### src/rtl/cv_line_sched_if.sv
// Bus bundle between the line scheduler and its surroundings: the
// display timing source, the line-buffer clear engine and the BG renderer.
// The slave modport is the scheduler's view; master is the environment's view.
interface cv_line_sched_if;
  // Display timing side
  logic       line_req;
  logic [9:0] line_num;
  logic [1:0] layer_en;
  logic [9:0] bg0_xoff;
  logic [9:0] bg0_yoff;
  logic [9:0] bg1_xoff;
  logic [9:0] bg1_yoff;

  // Clear engine handshake
  logic       clr_start;
  logic       clr_done;

  // Renderer handshake and parameters
  logic       bg_cs;
  logic [9:0] bg_v_count;
  logic [9:0] bg_xoffset;
  logic [9:0] bg_yoffset;
  logic [1:0] bg_l_bank;
  logic       bg_render_end;

  // Display bank and status
  logic [1:0] disp_bank;
  logic       busy;
  logic       overrun;
  logic       ovr_clr;

  modport slave (
    input  line_req, line_num, layer_en,
    input  bg0_xoff, bg0_yoff, bg1_xoff, bg1_yoff,
    input  clr_done, bg_render_end, ovr_clr,
    output clr_start, bg_cs, bg_v_count, bg_xoffset, bg_yoffset,
    output bg_l_bank, disp_bank, busy, overrun
  );

  modport master (
    output line_req, line_num, layer_en,
    output bg0_xoff, bg0_yoff, bg1_xoff, bg1_yoff,
    output clr_done, bg_render_end, ovr_clr,
    input  clr_start, bg_cs, bg_v_count, bg_xoffset, bg_yoffset,
    input  bg_l_bank, disp_bank, busy, overrun
  );
endinterface

### src/rtl/cv_line_sched.sv
// Per-line BG scheduler. On each hblank request it snapshots the line
// parameters, rotates the line-buffer bank, runs the clear engine and then
// up to two BG layer render passes, with a watchdog on every phase and a
// sticky overrun flag for late requests or stalled phases.
// All outputs are registered; next-output values are derived from the
// next state so each output matches the state it belongs to.
module cv_line_sched #(
  parameter logic [9:0] LINE_MAX = 10'd239,
  parameter logic [9:0] TIMEOUT  = 10'd1000
) (
  input logic            clk,
  input logic            reset,
  cv_line_sched_if.slave bus
);

  typedef enum logic [2:0] {
    ST_IDLE = 3'd0,
    ST_CLR  = 3'd1,
    ST_L0   = 3'd2,
    ST_G0   = 3'd3,
    ST_L1   = 3'd4,
    ST_DONE = 3'd5
  } state_t;

  // Phases guarded by the watchdog counter.
  function automatic logic is_phase(input state_t s);
    return (s == ST_CLR) || (s == ST_L0) || (s == ST_L1);
  endfunction

  state_t     state_r;
  state_t     state_s;

  // Shadow copies of the line parameters, frozen for the line in progress.
  logic [9:0] tgt_r, tgt_s;
  logic [1:0] en_r, en_s;
  logic [9:0] x0_r, x0_s;
  logic [9:0] y0_r, y0_s;
  logic [9:0] x1_r, x1_s;
  logic [9:0] y1_r, y1_s;
  logic [1:0] wr_bank_r, wr_bank_s;

  logic [9:0] phase_cnt_r;

  // Registered outputs and their next values.
  logic       clr_start_r, clr_start_s;
  logic       bg_cs_r, bg_cs_s;
  logic       busy_r, busy_s;
  logic       overrun_r, overrun_s;
  logic [9:0] xoff_r, xoff_s;
  logic [9:0] yoff_r, yoff_s;
  logic [1:0] disp_bank_r, disp_bank_s;

  // Event decode.
  logic accept_s;
  logic late_req_s;
  logic phase_done_s;
  logic timeout_s;
  logic ovr_set_s;

  // Classify this cycle's events: accepted/late requests, phase completion, watchdog expiry.
  always_comb begin
    accept_s     = (state_r == ST_IDLE) && bus.line_req;
    late_req_s   = (state_r != ST_IDLE) && bus.line_req;
    phase_done_s = ((state_r == ST_CLR) && bus.clr_done) ||
                   (((state_r == ST_L0) || (state_r == ST_L1)) && bus.bg_render_end);
    // A completion on the last allowed cycle still counts as on time.
    timeout_s    = is_phase(state_r) && !phase_done_s &&
                   (phase_cnt_r == (TIMEOUT - 10'd1));
    ovr_set_s    = late_req_s || timeout_s;
  end

  // State register.
  always_ff @(posedge clk) begin
    if (reset) begin
      state_r <= ST_IDLE;
    end else begin
      state_r <= state_s;
    end
  end

  // Next-state logic; stray handshakes outside their own phase are ignored.
  always_comb begin
    state_s = state_r;
    case (state_r)
      ST_IDLE: begin
        if (bus.line_req) begin
          state_s = ST_CLR;
        end else begin
          state_s = ST_IDLE;
        end
      end
      ST_CLR: begin
        if (bus.clr_done) begin
          if (en_r[0]) begin
            state_s = ST_L0;
          end else if (en_r[1]) begin
            state_s = ST_L1;
          end else begin
            state_s = ST_DONE;
          end
        end else if (timeout_s) begin
          state_s = ST_DONE;
        end else begin
          state_s = ST_CLR;
        end
      end
      ST_L0: begin
        if (bus.bg_render_end) begin
          state_s = ST_G0;
        end else if (timeout_s) begin
          state_s = ST_DONE;
        end else begin
          state_s = ST_L0;
        end
      end
      ST_G0: begin
        if (en_r[1]) begin
          state_s = ST_L1;
        end else begin
          state_s = ST_DONE;
        end
      end
      ST_L1: begin
        if (bus.bg_render_end || timeout_s) begin
          state_s = ST_DONE;
        end else begin
          state_s = ST_L1;
        end
      end
      ST_DONE: begin
        state_s = ST_IDLE;
      end
      default: begin
        state_s = ST_IDLE;
      end
    endcase
  end

  // Next shadow values: only an accepted request may load them.
  always_comb begin
    tgt_s     = tgt_r;
    en_s      = en_r;
    x0_s      = x0_r;
    y0_s      = y0_r;
    x1_s      = x1_r;
    y1_s      = y1_r;
    wr_bank_s = wr_bank_r;
    if (accept_s) begin
      if (bus.line_num >= LINE_MAX) begin
        tgt_s = 10'd0;
      end else begin
        tgt_s = bus.line_num + 10'd1;
      end
      en_s      = bus.layer_en;
      x0_s      = bus.bg0_xoff;
      y0_s      = bus.bg0_yoff;
      x1_s      = bus.bg1_xoff;
      y1_s      = bus.bg1_yoff;
      wr_bank_s = wr_bank_r + 2'd1;
    end else begin
      wr_bank_s = wr_bank_r;
    end
  end

  // Shadow and bank registers.
  always_ff @(posedge clk) begin
    if (reset) begin
      tgt_r     <= 10'd0;
      en_r      <= 2'd0;
      x0_r      <= 10'd0;
      y0_r      <= 10'd0;
      x1_r      <= 10'd0;
      y1_r      <= 10'd0;
      wr_bank_r <= 2'd0;
    end else begin
      tgt_r     <= tgt_s;
      en_r      <= en_s;
      x0_r      <= x0_s;
      y0_r      <= y0_s;
      x1_r      <= x1_s;
      y1_r      <= y1_s;
      wr_bank_r <= wr_bank_s;
    end
  end

  // Watchdog: restarts on entry to each guarded phase, counts cycles spent in it.
  always_ff @(posedge clk) begin
    if (reset) begin
      phase_cnt_r <= 10'd0;
    end else if (is_phase(state_s) && (state_s != state_r)) begin
      phase_cnt_r <= 10'd0;
    end else if (is_phase(state_r)) begin
      phase_cnt_r <= phase_cnt_r + 10'd1;
    end else begin
      phase_cnt_r <= 10'd0;
    end
  end

  // Next output values decoded from the next state and next shadows.
  always_comb begin
    clr_start_s = accept_s;
    busy_s      = (state_s != ST_IDLE);
    bg_cs_s     = (state_s == ST_L0) || (state_s == ST_L1);
    disp_bank_s = wr_bank_s - 2'd1;
    if ((state_s == ST_L0) || (state_s == ST_G0)) begin
      xoff_s = x0_s;
      yoff_s = y0_s;
    end else begin
      xoff_s = x1_s;
      yoff_s = y1_s;
    end
    // Setting the flag takes priority over clearing it.
    if (ovr_set_s) begin
      overrun_s = 1'b1;
    end else if (bus.ovr_clr) begin
      overrun_s = 1'b0;
    end else begin
      overrun_s = overrun_r;
    end
  end

  // Output registers.
  always_ff @(posedge clk) begin
    if (reset) begin
      clr_start_r <= 1'b0;
      busy_r      <= 1'b0;
      bg_cs_r     <= 1'b0;
      disp_bank_r <= 2'd3;
      xoff_r      <= 10'd0;
      yoff_r      <= 10'd0;
      overrun_r   <= 1'b0;
    end else begin
      clr_start_r <= clr_start_s;
      busy_r      <= busy_s;
      bg_cs_r     <= bg_cs_s;
      disp_bank_r <= disp_bank_s;
      xoff_r      <= xoff_s;
      yoff_r      <= yoff_s;
      overrun_r   <= overrun_s;
    end
  end

  assign bus.clr_start  = clr_start_r;
  assign bus.bg_cs      = bg_cs_r;
  assign bus.bg_v_count = tgt_r;
  assign bus.bg_xoffset = xoff_r;
  assign bus.bg_yoffset = yoff_r;
  assign bus.bg_l_bank  = wr_bank_r;
  assign bus.disp_bank  = disp_bank_r;
  assign bus.busy       = busy_r;
  assign bus.overrun    = overrun_r;

endmodule

### src/flat_wrapper.sv
// flat-port wrapper written by rule: the top's interface ports become plain ports
module cv_line_sched_flat 
#(
  parameter logic [9:0] LINE_MAX = 10'd239,
  parameter logic [9:0] TIMEOUT  = 10'd1000
)
  (clk, reset, bus_line_req, bus_line_num, bus_layer_en, bus_bg0_xoff, bus_bg0_yoff, bus_bg1_xoff, bus_bg1_yoff, bus_clr_done, bus_bg_render_end, bus_ovr_clr, bus_clr_start, bus_bg_cs, bus_bg_v_count, bus_bg_xoffset, bus_bg_yoffset, bus_bg_l_bank, bus_disp_bank, bus_busy, bus_overrun);
  cv_line_sched_if bus_i ();
  input logic clk;
  input logic reset;
  input wire logic [$bits(bus_i.line_req)-1:0] bus_line_req;
  input wire logic [$bits(bus_i.line_num)-1:0] bus_line_num;
  input wire logic [$bits(bus_i.layer_en)-1:0] bus_layer_en;
  input wire logic [$bits(bus_i.bg0_xoff)-1:0] bus_bg0_xoff;
  input wire logic [$bits(bus_i.bg0_yoff)-1:0] bus_bg0_yoff;
  input wire logic [$bits(bus_i.bg1_xoff)-1:0] bus_bg1_xoff;
  input wire logic [$bits(bus_i.bg1_yoff)-1:0] bus_bg1_yoff;
  input wire logic [$bits(bus_i.clr_done)-1:0] bus_clr_done;
  input wire logic [$bits(bus_i.bg_render_end)-1:0] bus_bg_render_end;
  input wire logic [$bits(bus_i.ovr_clr)-1:0] bus_ovr_clr;
  output wire logic [$bits(bus_i.clr_start)-1:0] bus_clr_start;
  output wire logic [$bits(bus_i.bg_cs)-1:0] bus_bg_cs;
  output wire logic [$bits(bus_i.bg_v_count)-1:0] bus_bg_v_count;
  output wire logic [$bits(bus_i.bg_xoffset)-1:0] bus_bg_xoffset;
  output wire logic [$bits(bus_i.bg_yoffset)-1:0] bus_bg_yoffset;
  output wire logic [$bits(bus_i.bg_l_bank)-1:0] bus_bg_l_bank;
  output wire logic [$bits(bus_i.disp_bank)-1:0] bus_disp_bank;
  output wire logic [$bits(bus_i.busy)-1:0] bus_busy;
  output wire logic [$bits(bus_i.overrun)-1:0] bus_overrun;
  assign bus_i.line_req = bus_line_req;
  assign bus_i.line_num = bus_line_num;
  assign bus_i.layer_en = bus_layer_en;
  assign bus_i.bg0_xoff = bus_bg0_xoff;
  assign bus_i.bg0_yoff = bus_bg0_yoff;
  assign bus_i.bg1_xoff = bus_bg1_xoff;
  assign bus_i.bg1_yoff = bus_bg1_yoff;
  assign bus_i.clr_done = bus_clr_done;
  assign bus_i.bg_render_end = bus_bg_render_end;
  assign bus_i.ovr_clr = bus_ovr_clr;
  assign bus_clr_start = bus_i.clr_start;
  assign bus_bg_cs = bus_i.bg_cs;
  assign bus_bg_v_count = bus_i.bg_v_count;
  assign bus_bg_xoffset = bus_i.bg_xoffset;
  assign bus_bg_yoffset = bus_i.bg_yoffset;
  assign bus_bg_l_bank = bus_i.bg_l_bank;
  assign bus_disp_bank = bus_i.disp_bank;
  assign bus_busy = bus_i.busy;
  assign bus_overrun = bus_i.overrun;
  cv_line_sched #(.LINE_MAX(LINE_MAX), .TIMEOUT(TIMEOUT)) u_core (.clk(clk), .reset(reset), .bus(bus_i));
endmodule
### config.mk
export PLATFORM = sky130hd
export DESIGN_NAME = cv_line_sched_flat
export DESIGN_NICKNAME = d
export VERILOG_FILES = /design/src/rtl/cv_line_sched_if.sv /design/src/rtl/cv_line_sched.sv /design/src/flat_wrapper.sv
export SDC_FILE = /design/constraint.sdc
export NUM_CORES = 1
export LEC_CHECK = 0
export ABC_AREA = 0
export CORE_ASPECT_RATIO = 0.5
export CORE_MARGIN = 2
export CORE_UTILIZATION = 49
export CTS_CLUSTER_SIZE = 25
export DETAILED_ROUTE_END_ITERATION = 6
export PLACE_DENSITY = 0.8
export RECOVER_POWER = 50
export SLEW_MARGIN = 30
export SYNTH_ARGS = -nofsm -noshare
export SYNTH_HDL_FRONTEND = slang
export SYNTH_SLANG_ARGS = --single-unit
### constraint.sdc
create_clock -name clk -period 2.1 [get_ports clk]
set_input_delay 0.42 -clock clk [delete_from_list [all_inputs] [get_ports clk]]
set_output_delay 0.42 -clock clk [all_outputs]
set_load 0.01 [all_outputs]
run_1/metal_stack.png
Bar = 50 um. Two of the layers only.
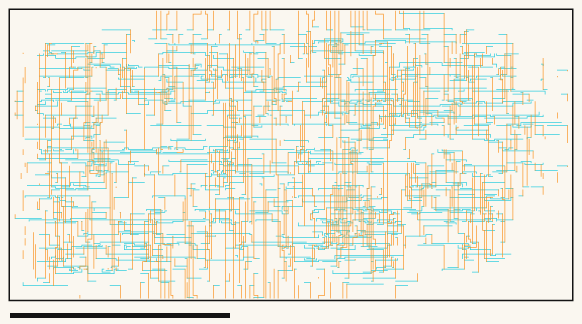
| colour | layer | wire length |
|---|---|---|
| cyan | met1 | 3830 um |
| orange | met2 | 4180 um |
post-detailed-route wirelength per cell: 13.60 um
total wirelength of the detailed-routed design: 8.570 mm
All-Layer GR Usage: 21.48%
via count: 3336

run_1/final_clocks.png
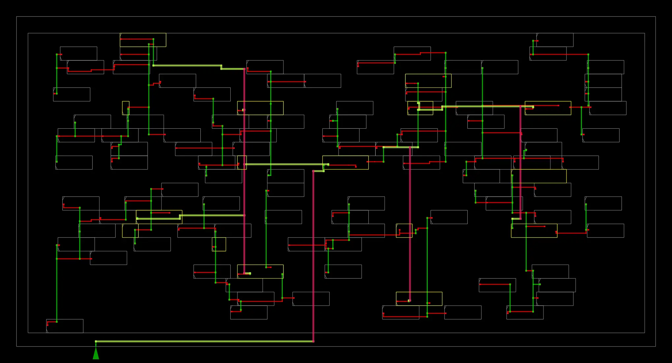
Worst Clk Skew: 5.811 ps
clock latency reported for the late side of the worst-skew pair: 340 ps
TritonCTS buffer count: 9
count of clock buffers in the final design: 11

run_1/met2.png
Bar = 50 um.
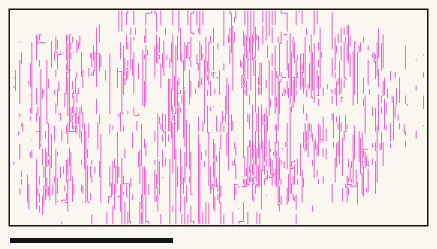
wire length on this layer: 4180 um
share of all routed wire: 49%
longest straight run: 29.6 um
main direction: vertical

==> impl_table.tex, run 1 <==
% Implementation results table
\begin{tabular}{lr}
\hline
Metric & Value \\
\hline
\multicolumn{2}{l}{\textbf{Layout}} \\
\quad Number of standard cells in the layout, taps in and fillers out & 630 \\
\quad Number of logic inverters in the finished layout & 3 \\
\quad Share of layout cells above drive strength 1 & 9.925\% \\
\quad Number of antenna repair diodes & 0 \\
\quad Combinational gate area & 1729 um\^{}2 \\
\quad Clock buffer and inverter area fraction after layout & 5.836\% \\
\quad Area added between synthesis and finish & 38.28\% \\
\quad Layout filler cell count & 606 \\
\quad Sequential Area & 1862 um\^{}2 \\
\quad Largest cell class by area & flip-flops and latches \\
\quad MI comb cells & 308 \\
\quad Final Util & a little over two thirds \\
\quad Count of nets after finishing & 589 \\
\quad Total number of sequential cells & roughly 93 \\
\multicolumn{2}{l}{\textbf{Yosys}} \\
\quad Dominant Register Cell & sky130\_fd\_sc\_hd\_\_dfxtp\_1 \\
\quad Top-area cell share & 49.62\% \\
\quad Synthesized area per cell & 8.606 um\^{}2 \\
\quad Number of warning messages in the yosys log & 0 \\
\quad Share of flip-flops with an asynchronous set or reset after synthesis & 0\% \\
\quad Register share after synthesis & 49.62\% \\
\quad Synthesized flop and latch total & around 93 \\
\quad Synth area leaders & sky130\_fd\_sc\_hd\_\_dfxtp\_1, sky130\_fd\_sc\_hd\_\_nand2\_1, sky130\_fd\_sc\_hd\_\_a21oi\_1 \\
\quad Syn\_nets & 496 \\
\quad Library cells used by synthesis & 48 \\
\quad Synth cell count leaders & sky130\_fd\_sc\_hd\_\_dfxtp\_1, sky130\_fd\_sc\_hd\_\_nand2\_1, sky130\_fd\_sc\_hd\_\_a21oi\_1, sky130\_fd\_sc\_hd\_\_nor2\_1, sky130\_fd\_sc\_hd\_\_nand3\_1 \\
\quad Chip area estimate from yosys synthesis & 3752 um\^{}2 \\
\quad Synth top cell by count & sky130\_fd\_sc\_hd\_\_dfxtp\_1 \\
\quad Cell type with the highest aggregate area in the netlist & sky130\_fd\_sc\_hd\_\_dfxtp\_1 \\
\quad Summed instance area of the synthesized netlist & 3752 um\^{}2 \\
\multicolumn{2}{l}{\textbf{Worst setup path}} \\
\quad Critical register-to-register path startpoint & u\_core.state\_r[1] \\
\quad Sort of element at the end of the critical path & flop \\
\quad Critical Path Source & u\_core.state\_r[1] \\
\quad Critical path data required time & 2370 ps \\
\quad Worst reg-to-reg setup slack & 220 ps \\
\quad Depth of the most critical reg-to-reg path & 7 \\
\quad Data arrival time at the worst-slack endpoint & 2150 ps \\
\quad CP max FO & 18 \\
\multicolumn{2}{l}{\textbf{Clock network}} \\
\quad \# clock sinks & 93 \\
\quad Post-CTS Hold Fix Bufs & 0 \\
\quad Gates resized, CTS repair & 0 \\
\quad Clk pin slew, worst setup/hold paths & 60 ps \\
\quad Number of setup buffers added after CTS & 0 \\
\quad CTS tree & done \\
\quad Max Buffers Root-to-Sink & 2 \\
\multicolumn{2}{l}{\textbf{Floorplan}} \\
\quad Count of pins on the block boundary & 96 \\
\quad Initial core utilization & 50.86\% \\
\quad Number of well taps & between 90 and 100 \\
\quad Die height & 65.88 um \\
\quad DIE WIDTH & 127.8 um \\
\quad Floorplan die area & 8417 um\^{}2 \\
\quad Number of rows in the core area & 22 \\
\multicolumn{2}{l}{\textbf{Route}} \\
\quad Average vias per placed instance & 5.295 \\
\quad Count of nets left with antenna violations after detail routing & 0 \\
\quad Residual DRC & 0 \\
\multicolumn{2}{l}{\textbf{Job}} \\
\quad Count of maximum capacitance violations & 0 \\
\quad Total number of warnings across the stage logs & 26 \\
\multicolumn{2}{l}{\textbf{Placement}} \\
\quad Dpl hpwl & 5.801 mm \\
\quad Global placer's final weighted congestion & a little over 0.8 \\
\quad Worst Setup Slack post-DPL & -85.26 ps \\
\quad Placed instance area & 4888 um\^{}2 \\
\quad Instance count after placement with tap cells included & just over 600 \\
\multicolumn{2}{l}{\textbf{Timing}} \\
\quad Number of slew-limit violations in the final report & 0 \\
\quad Highest achievable clock rate & between 500 and 600 MHz \\
\quad Total setup violations reported at the end of the flow & 0 \\
\quad Relative max-transition margin & 55.46\% \\
\quad Accumulated negative setup slack & 0 ps \\
\quad Setup repair after global routing missed its margin & false \\
\quad Final critical path time including I/O delays and setup & 1879 ps \\
\quad Final period utilization & approximately nine tenths \\
\multicolumn{2}{l}{\textbf{Global routing}} \\
\quad Remaining global-route overflow & 0 \\
\quad Global-route wire length before repair & 14.20 mm \\
\quad Largest net degree at the start of global routing & approximately 42 \\
\quad Via count of the first global-routing pass & 3028 \\
\multicolumn{2}{l}{\textbf{Pwr}} \\
\quad Power, Total & 4.224 mW \\
\quad Leak & roughly 2.1 nW \\
\multicolumn{2}{l}{\textbf{Worst hold path}} \\
\quad WHS Endpoint & u\_core.y0\_r[9] \\
\quad Type of the most critical hold path & reg -> reg \\
\multicolumn{2}{l}{\textbf{Outcome}} \\
\quad Outcome & complete, no violations \\
\hline
\end{tabular}
[run 1: power breakdown]
group	switching [mW]	total [mW]	internal (mW)
registers	0.0585	1.95	1.89
clock network	0.665	1.62	0.956
logic	0.317	0.656	0.339
[run 1: sequential cells by signal, indices dropped and copies added (netlist names)]
name,count
u_core.bus.bg_xoffset,10
u_core.y0_r,10
u_core.state_r,3
u_core.bus.bg_yoffset,10
u_core.bus.clr_start,1
u_core.bus.overrun,1
u_core.bus.bg_cs,1
u_core.y1_r,10
u_core.en_r,2
u_core.x0_r,10
u_core.bus.disp_bank,2
u_core.bus.busy,1
u_core.x1_r,10
u_core.bus.bg_v_count,10
u_core.bus.bg_l_bank,2
u_core.phase_cnt_r,10
[run 1: kinds of logic (layout without fill, tap and decap cells)]
family	after synthesis	after routing	synth area share [%]
AND/OR/NAND/NOR	180	180	22.41
flip-flops	93	93	49.62
XOR/XNOR	15	15	3.501
AND-OR/OR-AND	111	111	19.47
adder cells (fa/ha/maj)	2	2	0.6668
buffers and inverters	35	133	4.335
[run 1: layer usage]
metal | part of all wire [%] | routed length (um) | global-route usage (%)
met1 | 45 | 3825 | 27.06
met5 | 0 | 0 | 0
met2 | 49 | 4180 | 35.43
met3 | 4.6 | 395 | 6.068
met4 | 2.0 | 168 | 8.242
[run 1: worst max-delay path, stage by stage (launching register included)]
cell and delay, ps:
sky130_fd_sc_hd__dfxtp_1 560, sky130_fd_sc_hd__nor2b_1 160, sky130_fd_sc_hd__a31oi_1 210, sky130_fd_sc_hd__buf_4 150
sky130_fd_sc_hd__nand4_4 140, sky130_fd_sc_hd__buf_12 200, sky130_fd_sc_hd__a22o_1 230, sky130_fd_sc_hd__a21oi_1 160
[run 1: cell usage in the layout, fill, tap and decap left out, types with 2 or more instances in the layout]
cell,count
sky130_fd_sc_hd__clkbuf_16,9
sky130_fd_sc_hd__dfxtp_1,93
sky130_fd_sc_hd__xor2_1,10
sky130_fd_sc_hd__nor3_1,4
sky130_fd_sc_hd__buf_4,13
sky130_fd_sc_hd__inv_1,3
sky130_fd_sc_hd__nor2b_1,4
sky130_fd_sc_hd__nand3_1,27
sky130_fd_sc_hd__a311oi_1,3
sky130_fd_sc_hd__o21a_1,2
sky130_fd_sc_hd__a21oi_1,53
sky130_fd_sc_hd__a22o_1,17
sky130_fd_sc_hd__buf_12,6
sky130_fd_sc_hd__nand2_1,90
sky130_fd_sc_hd__o21ai_0,5
sky130_fd_sc_hd__a22oi_1,7
sky130_fd_sc_hd__a211oi_1,2
sky130_fd_sc_hd__and3_1,5
sky130_fd_sc_hd__nor2_1,30
sky130_fd_sc_hd__dlygate4sd3_1,36
sky130_fd_sc_hd__ha_1,2
sky130_fd_sc_hd__xnor2_1,5
sky130_fd_sc_hd__nor3b_1,2
sky130_fd_sc_hd__a31oi_1,3
sky130_fd_sc_hd__nor4b_1,2
sky130_fd_sc_hd__nand2b_1,2
sky130_fd_sc_hd__and4_1,3
sky130_fd_sc_hd__clkinv_4,2
sky130_fd_sc_hd__a21oi_2,10
sky130_fd_sc_hd__clkdlybuf4s50_1,58
==> run 2, diff against run 1 <==
CELL_PAD_IN_SITES_DETAIL_PLACEMENT = 1   (was unset)
CELL_PAD_IN_SITES_GLOBAL_PLACEMENT = 2   (was unset)
CORE_UTILIZATION = 28   (was 49)
PLACE_DENSITY = unset   (was 0.8)
PLACE_DENSITY_LB_ADDON = 0.1   (was unset)
run_2/pdn.png
Bar = 50 um. Pins as bars on the die edge.
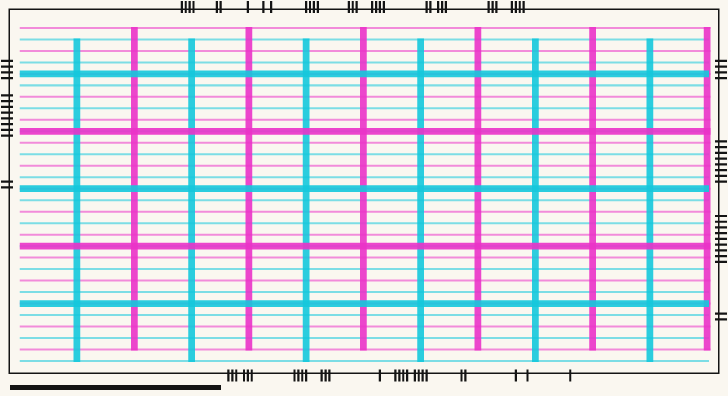
| colour | net |
|---|---|
| cyan | VSS |
| magenta | VDD |
met1 rails: 30
rows: 29
met5 straps: 5

run_2/met2.png
Bar = 50 um.
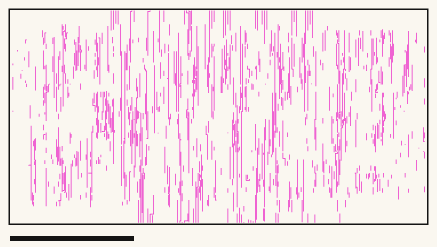
longest straight run: 37.4 um
share of all routed wire: 45%

run_2/met3.png
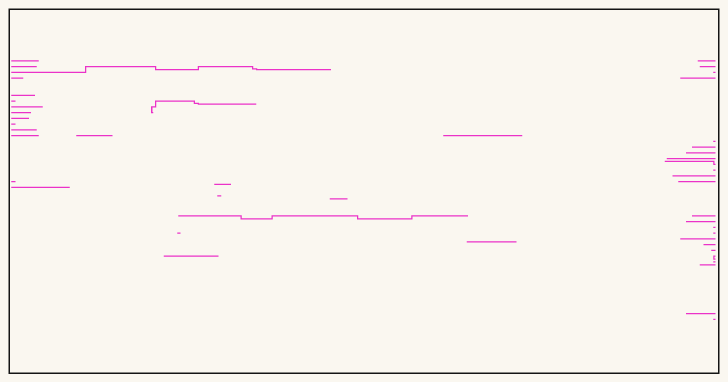
wire length on this layer: 406 um
main direction: horizontal
share of all routed wire: 3.9%
longest straight run: 20.2 um
total wirelength of the detailed-routed design: 10.43 mm
met3 layer usage reported by global route: 4.569%
via count: 3404

==> run 2 against run 1 <==
Net effect:
- sequential power about the same
- area after synthesis unchanged
- total power decreased by 2.8%
- worst setup slack lost 94 ps
- combinational power increased by 3.5%
- core utilization down 29 points
- die area rose by 71%
==> impl_table.tex, run 2 <==
% Implementation results table
\begin{tabular}{lr}
\hline
Metric & Value \\
\hline
\multicolumn{2}{l}{\textbf{Placement}} \\
\quad Dpl hpwl & 7.325 mm \\
\quad Placed instance area & 5006 um\^{}2 \\
\quad Global placer's final weighted congestion & 0.7952 \\
\quad Instance count after placement with tap cells included & 693 \\
\multicolumn{2}{l}{\textbf{Route}} \\
\quad Residual DRC & 0 \\
\quad Post-detailed-route wirelength per cell & 14.71 um \\
\quad Starting DRT DRC Count & 184 \\
\quad Average vias per placed instance & 4.801 \\
\multicolumn{2}{l}{\textbf{Timing}} \\
\quad Final period utilization & 93.96\% \\
\quad Total setup violations reported at the end of the flow & 0 \\
\quad Accumulated negative setup slack & 0 ps \\
\quad Hold WS & between 400 and 500 ps \\
\quad Final critical path time including I/O delays and setup & 1973 ps \\
\quad Setup repair after global routing missed its margin & false \\
\quad Number of slew-limit violations in the final report & 0 \\
\quad Setup slack after layout & approximately 130 ps \\
\quad Worst Clk Skew & 7.967 ps \\
\quad Relative max-transition margin & 51.99\% \\
\quad Highest achievable clock rate & 506.8 MHz \\
\multicolumn{2}{l}{\textbf{Worst setup path}} \\
\quad Data arrival time at the worst-slack endpoint & 2240 ps \\
\quad Depth of the most critical reg-to-reg path & 7 \\
\quad CP max FO & 34 \\
\quad Critical Path Source & bus\_clr\_done \\
\quad Worst reg-to-reg setup slack & approximately 180 ps \\
\quad Critical register-to-register path startpoint & u\_core.state\_r[1] \\
\quad Sort of element at the end of the critical path & flop \\
\multicolumn{2}{l}{\textbf{Layout}} \\
\quad Number of standard cells in the layout, taps in and fillers out & approximately 710 \\
\quad Final Util & 40.90\% \\
\quad Layout filler cell count & 1494 \\
\quad Share of layout cells above drive strength 1 & 10.39\% \\
\quad Area added between synthesis and finish & 40.41\% \\
\quad Top logic cells by instance count in the layout & sky130\_fd\_sc\_hd\_\_dfxtp\_1, sky130\_fd\_sc\_hd\_\_nand2\_1, sky130\_fd\_sc\_hd\_\_clkdlybuf4s50\_1, sky130\_fd\_sc\_hd\_\_a21oi\_1, sky130\_fd\_sc\_hd\_\_dlygate4sd3\_1 \\
\quad Number of antenna repair diodes & 0 \\
\quad Count of nets after finishing & roughly 600 \\
\quad Top cell excl fill/tap & sky130\_fd\_sc\_hd\_\_dfxtp\_1 \\
\multicolumn{2}{l}{\textbf{Clock network}} \\
\quad TritonCTS buffer count & 9 \\
\quad \# clock sinks & 93 \\
\quad Clock latency reported for the late side of the worst-skew pair & 340 ps \\
\quad CTS tree & done \\
\quad Number of setup buffers added after CTS & 0 \\
\quad Max Buffers Root-to-Sink & 2 \\
\quad H-tree levels & 3 \\
\quad Gates resized, CTS repair & 0 \\
\quad Clk pin slew, worst setup/hold paths & 60 ps \\
\quad Post-CTS Hold Fix Bufs & 0 \\
\multicolumn{2}{l}{\textbf{Global routing}} \\
\quad Remaining global-route overflow & 0 \\
\quad Met2 Use GR & 24.48\% \\
\quad Grt peak-use layer & met2 \\
\quad Met1 Use GR & 20.01\% \\
\quad Largest net degree at the start of global routing & between 50 and 60 \\
\quad Via count of the first global-routing pass & 3367 \\
\quad Global-route wire length before repair & 17.24 mm \\
\quad All-Layer GR Usage & 15.12\% \\
\multicolumn{2}{l}{\textbf{Worst hold path}} \\
\quad Type of the most critical hold path & reg -> reg \\
\multicolumn{2}{l}{\textbf{Yosys}} \\
\quad Library cells used by synthesis & 48 \\
\quad Chip area estimate from yosys synthesis & 3752 um\^{}2 \\
\quad Summed instance area of the synthesized netlist & 3752 um\^{}2 \\
\quad Synthesized area per cell & 8.606 um\^{}2 \\
\quad Syn\_nets & 496 \\
\quad Cell type with the highest aggregate area in the netlist & sky130\_fd\_sc\_hd\_\_dfxtp\_1 \\
\quad Dominant Register Cell & sky130\_fd\_sc\_hd\_\_dfxtp\_1 \\
\quad Synthesized flop and latch total & 93 \\
\quad Synth top cell by count & sky130\_fd\_sc\_hd\_\_dfxtp\_1 \\
\quad Number of warning messages in the yosys log & 0 \\
\quad Synth cell count leaders & sky130\_fd\_sc\_hd\_\_dfxtp\_1, sky130\_fd\_sc\_hd\_\_nand2\_1, sky130\_fd\_sc\_hd\_\_a21oi\_1, sky130\_fd\_sc\_hd\_\_nor2\_1, sky130\_fd\_sc\_hd\_\_nand3\_1 \\
\quad Register share after synthesis & 49.62\% \\
\quad Share of flip-flops with an asynchronous set or reset after synthesis & 0\% \\
\quad Top-area cell share & 49.62\% \\
\multicolumn{2}{l}{\textbf{Floorplan}} \\
\quad Floorplan die area & 14400 um\^{}2 \\
\quad Initial core utilization & between 20 and 30\% \\
\quad DIE WIDTH & 167.7 um \\
\quad Number of rows in the core area & 29 \\
\quad Count of pins on the block boundary & $\sim$96 \\
\quad Die height & 85.86 um \\
\multicolumn{2}{l}{\textbf{Pwr}} \\
\quad Leak & 2.080 nW \\
\quad Power, Total & 4.106 mW \\
\multicolumn{2}{l}{\textbf{Job}} \\
\quad Count of maximum capacitance violations & 0 \\
\quad Total number of warnings across the stage logs & 26 \\
\multicolumn{2}{l}{\textbf{Outcome}} \\
\quad Outcome & complete, no violations \\
\hline
\end{tabular}
run 2: netlist changes by cell type in the layout (fill, tap and decap cells not counted), moves of 2 or more:
cell / delta
sky130_fd_sc_hd__buf_4: +4
sky130_fd_sc_hd__clkbuf_1: +2
sky130_fd_sc_hd__clkinv_4: -2
sky130_fd_sc_hd__clkinvlp_4: +2
run 2: logic make-up (layout without fill, tap and decap cells):
| logic type | Yosys count | in the layout | share of synthesized area (%) |
|---|---|---|---|
| xor+xnor | 15 | 15 | 3.501 |
| compound gates | 111 | 111 | 19.47 |
| flops | 93 | 93 | 49.62 |
| simple gates | 180 | 180 | 22.41 |
| fa+ha+maj | 2 | 2 | 0.6668 |
| buf+inv | 35 | 138 | 4.335 |
run 2: how the worst min path moves through the flow:
stage | end | cells after the start
after floorplan | u_core.en_r[0] | 2
final | u_core.bus.bg_v_count[7] | 2
after CTS | u_core.bus.bg_v_count[7] | 2
after global routing | u_core.bus.bg_v_count[7] | 2
after detailed placement | u_core.bus.bg_v_count[7] | 2
after global placement | u_core.bus.bg_v_count[7] | 2
run 2: layout make-up:
cell class,count,area [um^2],share of cell area (%)
flip-flops and latches,93,1863,35.36
clock inverters,5,36.28,0.6887
well taps,170,212.7,4.037
inverters,3,11.26,0.2137
repair buffers,119,1185,22.49
clock buffers,11,232.7,4.417
multi-input cells,308,1728,32.80
run 2: per-layer routing:
layer | share of wire, % | vias to the layer above
met5 | 0 | -
met4 | 0.66 | 0
met3 | 3.9 | 10
met2 | 45 | 55
met1 | 50 | 1638
li1 | - | 1701
run 2: power by group:
group	switching, mW	internal, mW	leakage [nW]	total [mW]
combinational	0.335	0.344	1.20	0.679
clock	0.676	0.805	0.122	1.48
sequential	0.0586	1.89	0.762	1.95
run 2: worst max-delay path: stages:
cell,delay (ps)
sky130_fd_sc_hd__clkdlybuf4s50_1,480
sky130_fd_sc_hd__nor4b_1,360
sky130_fd_sc_hd__a211o_2,210
sky130_fd_sc_hd__nand4_4,140
sky130_fd_sc_hd__buf_12,210
sky130_fd_sc_hd__a22o_1,240
sky130_fd_sc_hd__a21oi_1,150
==> run 3, diff against run 2 <==
clock period = 1.99 ns   (was 2.1 ns; I/O delays follow)
run_3/metal_stack.png
Bar = 50 um. Two of the layers only.
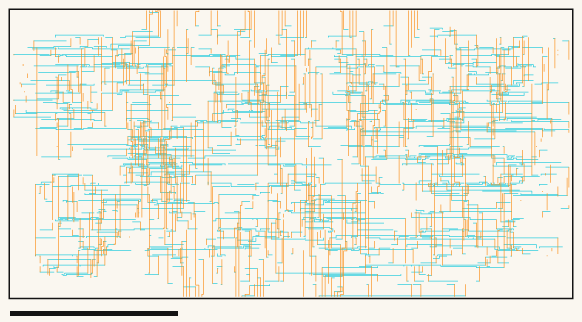
| colour | layer | wire length |
|---|---|---|
| orange | met2 | 4740 um |
| cyan | met1 | 5250 um |

run_3/met3.png
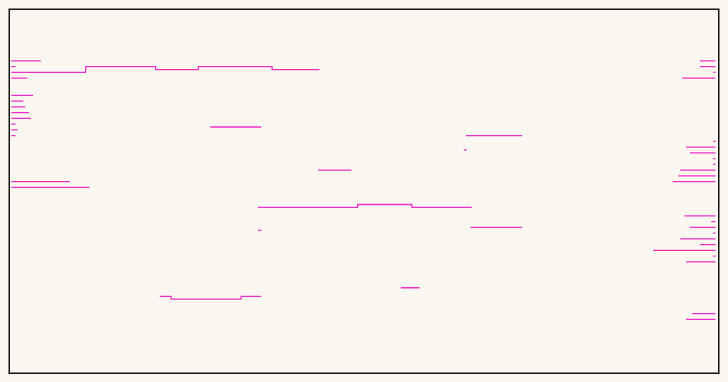
share of all routed wire: 3.6%
main direction: horizontal
via count: 3362
total wirelength of the detailed-routed design: 10.44 mm
met3 layer usage reported by global route: 4.107%

run_3/pdn.png
Bar = 50 um. Pins as bars on the die edge.
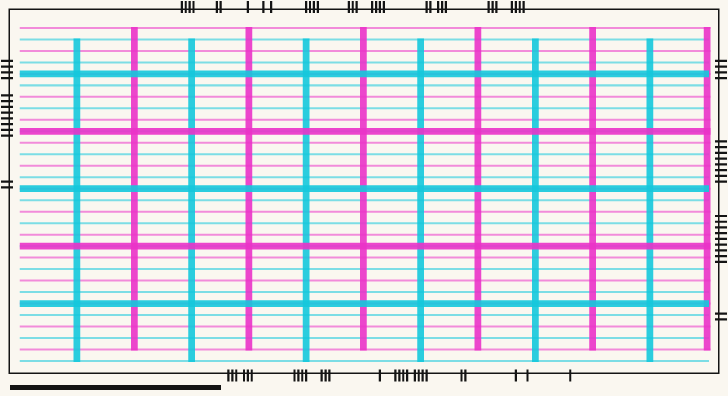
| colour | net |
|---|---|
| magenta | VDD |
| cyan | VSS |
met5 straps: 5
signal pins: 96
met4 straps: 12

==> run 3 against run 2 <==
Net effect:
- global-route usage grew 0.17 points
- non-clock buffer count is 5 higher
- clock-buffer cell count down 1
- die area unchanged
- register-to-register slack lost 70 ps
- core utilization up 0.61 points
- final cell count up 0.71%
- critical path depth down 1
- first-iteration DRC count is 20% lower
- largest power group unchanged
- highest routed layer unchanged
==> impl_table.tex, run 3 <==
% Implementation results table
\begin{tabular}{lr}
\hline
Metric & Value \\
\hline
\multicolumn{2}{l}{\textbf{Outcome}} \\
\quad Outcome & complete, no violations \\
\multicolumn{2}{l}{\textbf{Layout}} \\
\quad Top logic cells by instance count in the layout & sky130\_fd\_sc\_hd\_\_dfxtp\_1, sky130\_fd\_sc\_hd\_\_nand2\_1, sky130\_fd\_sc\_hd\_\_clkdlybuf4s50\_1, sky130\_fd\_sc\_hd\_\_a21oi\_1, sky130\_fd\_sc\_hd\_\_dlygate4sd3\_1 \\
\quad Count of nets after finishing & 599 \\
\quad Share of layout cells above drive strength 1 & 11.95\% \\
\multicolumn{2}{l}{\textbf{Clock network}} \\
\quad TritonCTS buffer count & 9 \\
\quad Clk pin slew, worst setup/hold paths & 70 ps \\
\quad Number of setup buffers added after CTS & 0 \\
\quad \# clock sinks & 93 \\
\quad Gates resized, CTS repair & 0 \\
\quad CTS tree & done \\
\multicolumn{2}{l}{\textbf{Yosys}} \\
\quad Register share after synthesis & between 40\% and 50\% \\
\quad Chip area estimate from yosys synthesis & 3752 um\^{}2 \\
\quad Synth top cell by count & sky130\_fd\_sc\_hd\_\_dfxtp\_1 \\
\quad Syn\_nets & 496 \\
\quad Synthesized area per cell & 8.606 um\^{}2 \\
\quad Synth cell count leaders & sky130\_fd\_sc\_hd\_\_dfxtp\_1, sky130\_fd\_sc\_hd\_\_nand2\_1, sky130\_fd\_sc\_hd\_\_a21oi\_1, sky130\_fd\_sc\_hd\_\_nor2\_1, sky130\_fd\_sc\_hd\_\_nand3\_1 \\
\quad Dominant Register Cell & sky130\_fd\_sc\_hd\_\_dfxtp\_1 \\
\quad Summed instance area of the synthesized netlist & between 3000 and 4000 um\^{}2 \\
\multicolumn{2}{l}{\textbf{Worst setup path}} \\
\quad Critical path data required time & 2220 ps \\
\quad Slowest stage cell, crit path & sky130\_fd\_sc\_hd\_\_a2111oi\_0 \\
\quad WP buf/inv & 0 \\
\quad Critical register-to-register path startpoint & u\_core.phase\_cnt\_r[0] \\
\quad CP max FO & 5 \\
\quad Largest delay share family, worst path & AND-OR/OR-AND gates \\
\quad Data arrival time at the worst-slack endpoint & approximately 2100 ps \\
\multicolumn{2}{l}{\textbf{Timing}} \\
\quad Total setup violations reported at the end of the flow & 0 \\
\quad Setup repair after global routing missed its margin & false \\
\quad Final period utilization & 94.37\% \\
\quad Number of slew-limit violations in the final report & 0 \\
\quad Setup slack after layout & 112.1 ps \\
\quad Worst Clk Skew & between 9 and 10 ps \\
\quad Highest achievable clock rate & 532.5 MHz \\
\multicolumn{2}{l}{\textbf{Global routing}} \\
\quad Largest net degree at the start of global routing & 47 \\
\quad All-Layer GR Usage & 15.29\% \\
\multicolumn{2}{l}{\textbf{Floorplan}} \\
\quad Number of rows in the core area & 29 \\
\quad Initial core utilization & between 20\% and 30\% \\
\quad Floorplan die area & 14400 um\^{}2 \\
\multicolumn{2}{l}{\textbf{Route}} \\
\quad Average vias per placed instance & 4.709 \\
\quad Starting DRT DRC Count & 148 \\
\quad Met3 wire length & roughly 380 um \\
\quad Count of nets left with antenna violations after detail routing & 0 \\
\multicolumn{2}{l}{\textbf{Job}} \\
\quad Count of maximum capacitance violations & 0 \\
\quad Total number of warnings across the stage logs & 26 \\
\multicolumn{2}{l}{\textbf{Worst hold path}} \\
\quad Type of the most critical hold path & reg -> reg \\
\hline
\end{tabular}
-- run 3: cell counts after synthesis --
No cell type changed its count.
-- run 3: layout make-up --
class,count,area (um^2)
multi-input combinational,308,1728
inverter,3,11.26
timing repair buffer,124,1224
sequential,93,1864
tap,170,212.7
clock inverter,6,68.82
clock buffer,10,239.0
fill,1498,7533
-- run 3: logic make-up after synthesis --
kind of cell	after synthesis	share of synthesized area (%)
simple gates	180	22.41
compound gates	111	19.47
flops	93	49.62
buf+inv	35	4.335
xor+xnor	15	3.501
fa+ha+maj	2	0.6668
-- run 3: worst register-to-register path: stages (launching register included) --
cell and delay [ps]:
sky130_fd_sc_hd__dfxtp_2 340, sky130_fd_sc_hd__ha_1 200, sky130_fd_sc_hd__and2_1 170, sky130_fd_sc_hd__and4_1 220, sky130_fd_sc_hd__a2111oi_0 480, sky130_fd_sc_hd__nor4_1 160, sky130_fd_sc_hd__o21a_1 210
-- run 3: per-layer routing --
layer | track usage [%] | up-vias
li1 | - | 1707
met1 | 20.69 | 1597
met2 | 24.71 | 49
met3 | 4.107 | 9
met4 | 3.320 | 0
met5 | 0 | -
-- run 3: path summary, 6_finish.rpt --
kind / end / depth (start not counted)
min reg2reg: u_core.bus.bg_v_count[7] / 2
min: u_core.bus.bg_v_count[7] / 2
max reg2reg: u_core.bus.bg_cs / 6
max: u_core.bus.bg_cs / 6
-- run 3: report_power, final --
group | total, mW | internal (mW) | leakage [nW] | switching [mW]
logic | 0.720 | 0.369 | 1.22 | 0.351
registers | 2.05 | 1.99 | 0.762 | 0.0626
clock network | 1.77 | 1.02 | 0.150 | 0.747
-- run 3: per-stage QoR --
stage,power [mW],cells,area [um^2],hold slack (ps)
6_report,4.542,714,5348,450.7
5_1_grt,4.803,714,5348,474.9
4_1_cts,4.656,714,5351,457.5
3_5_place_dp,2.855,698,5044,447.0
3_3_place_gp,2.848,698,5044,443.5
2_1_floorplan,2.462,436,3752,431.8
No activity file was given, so power comes from the tool's default toggle rates.
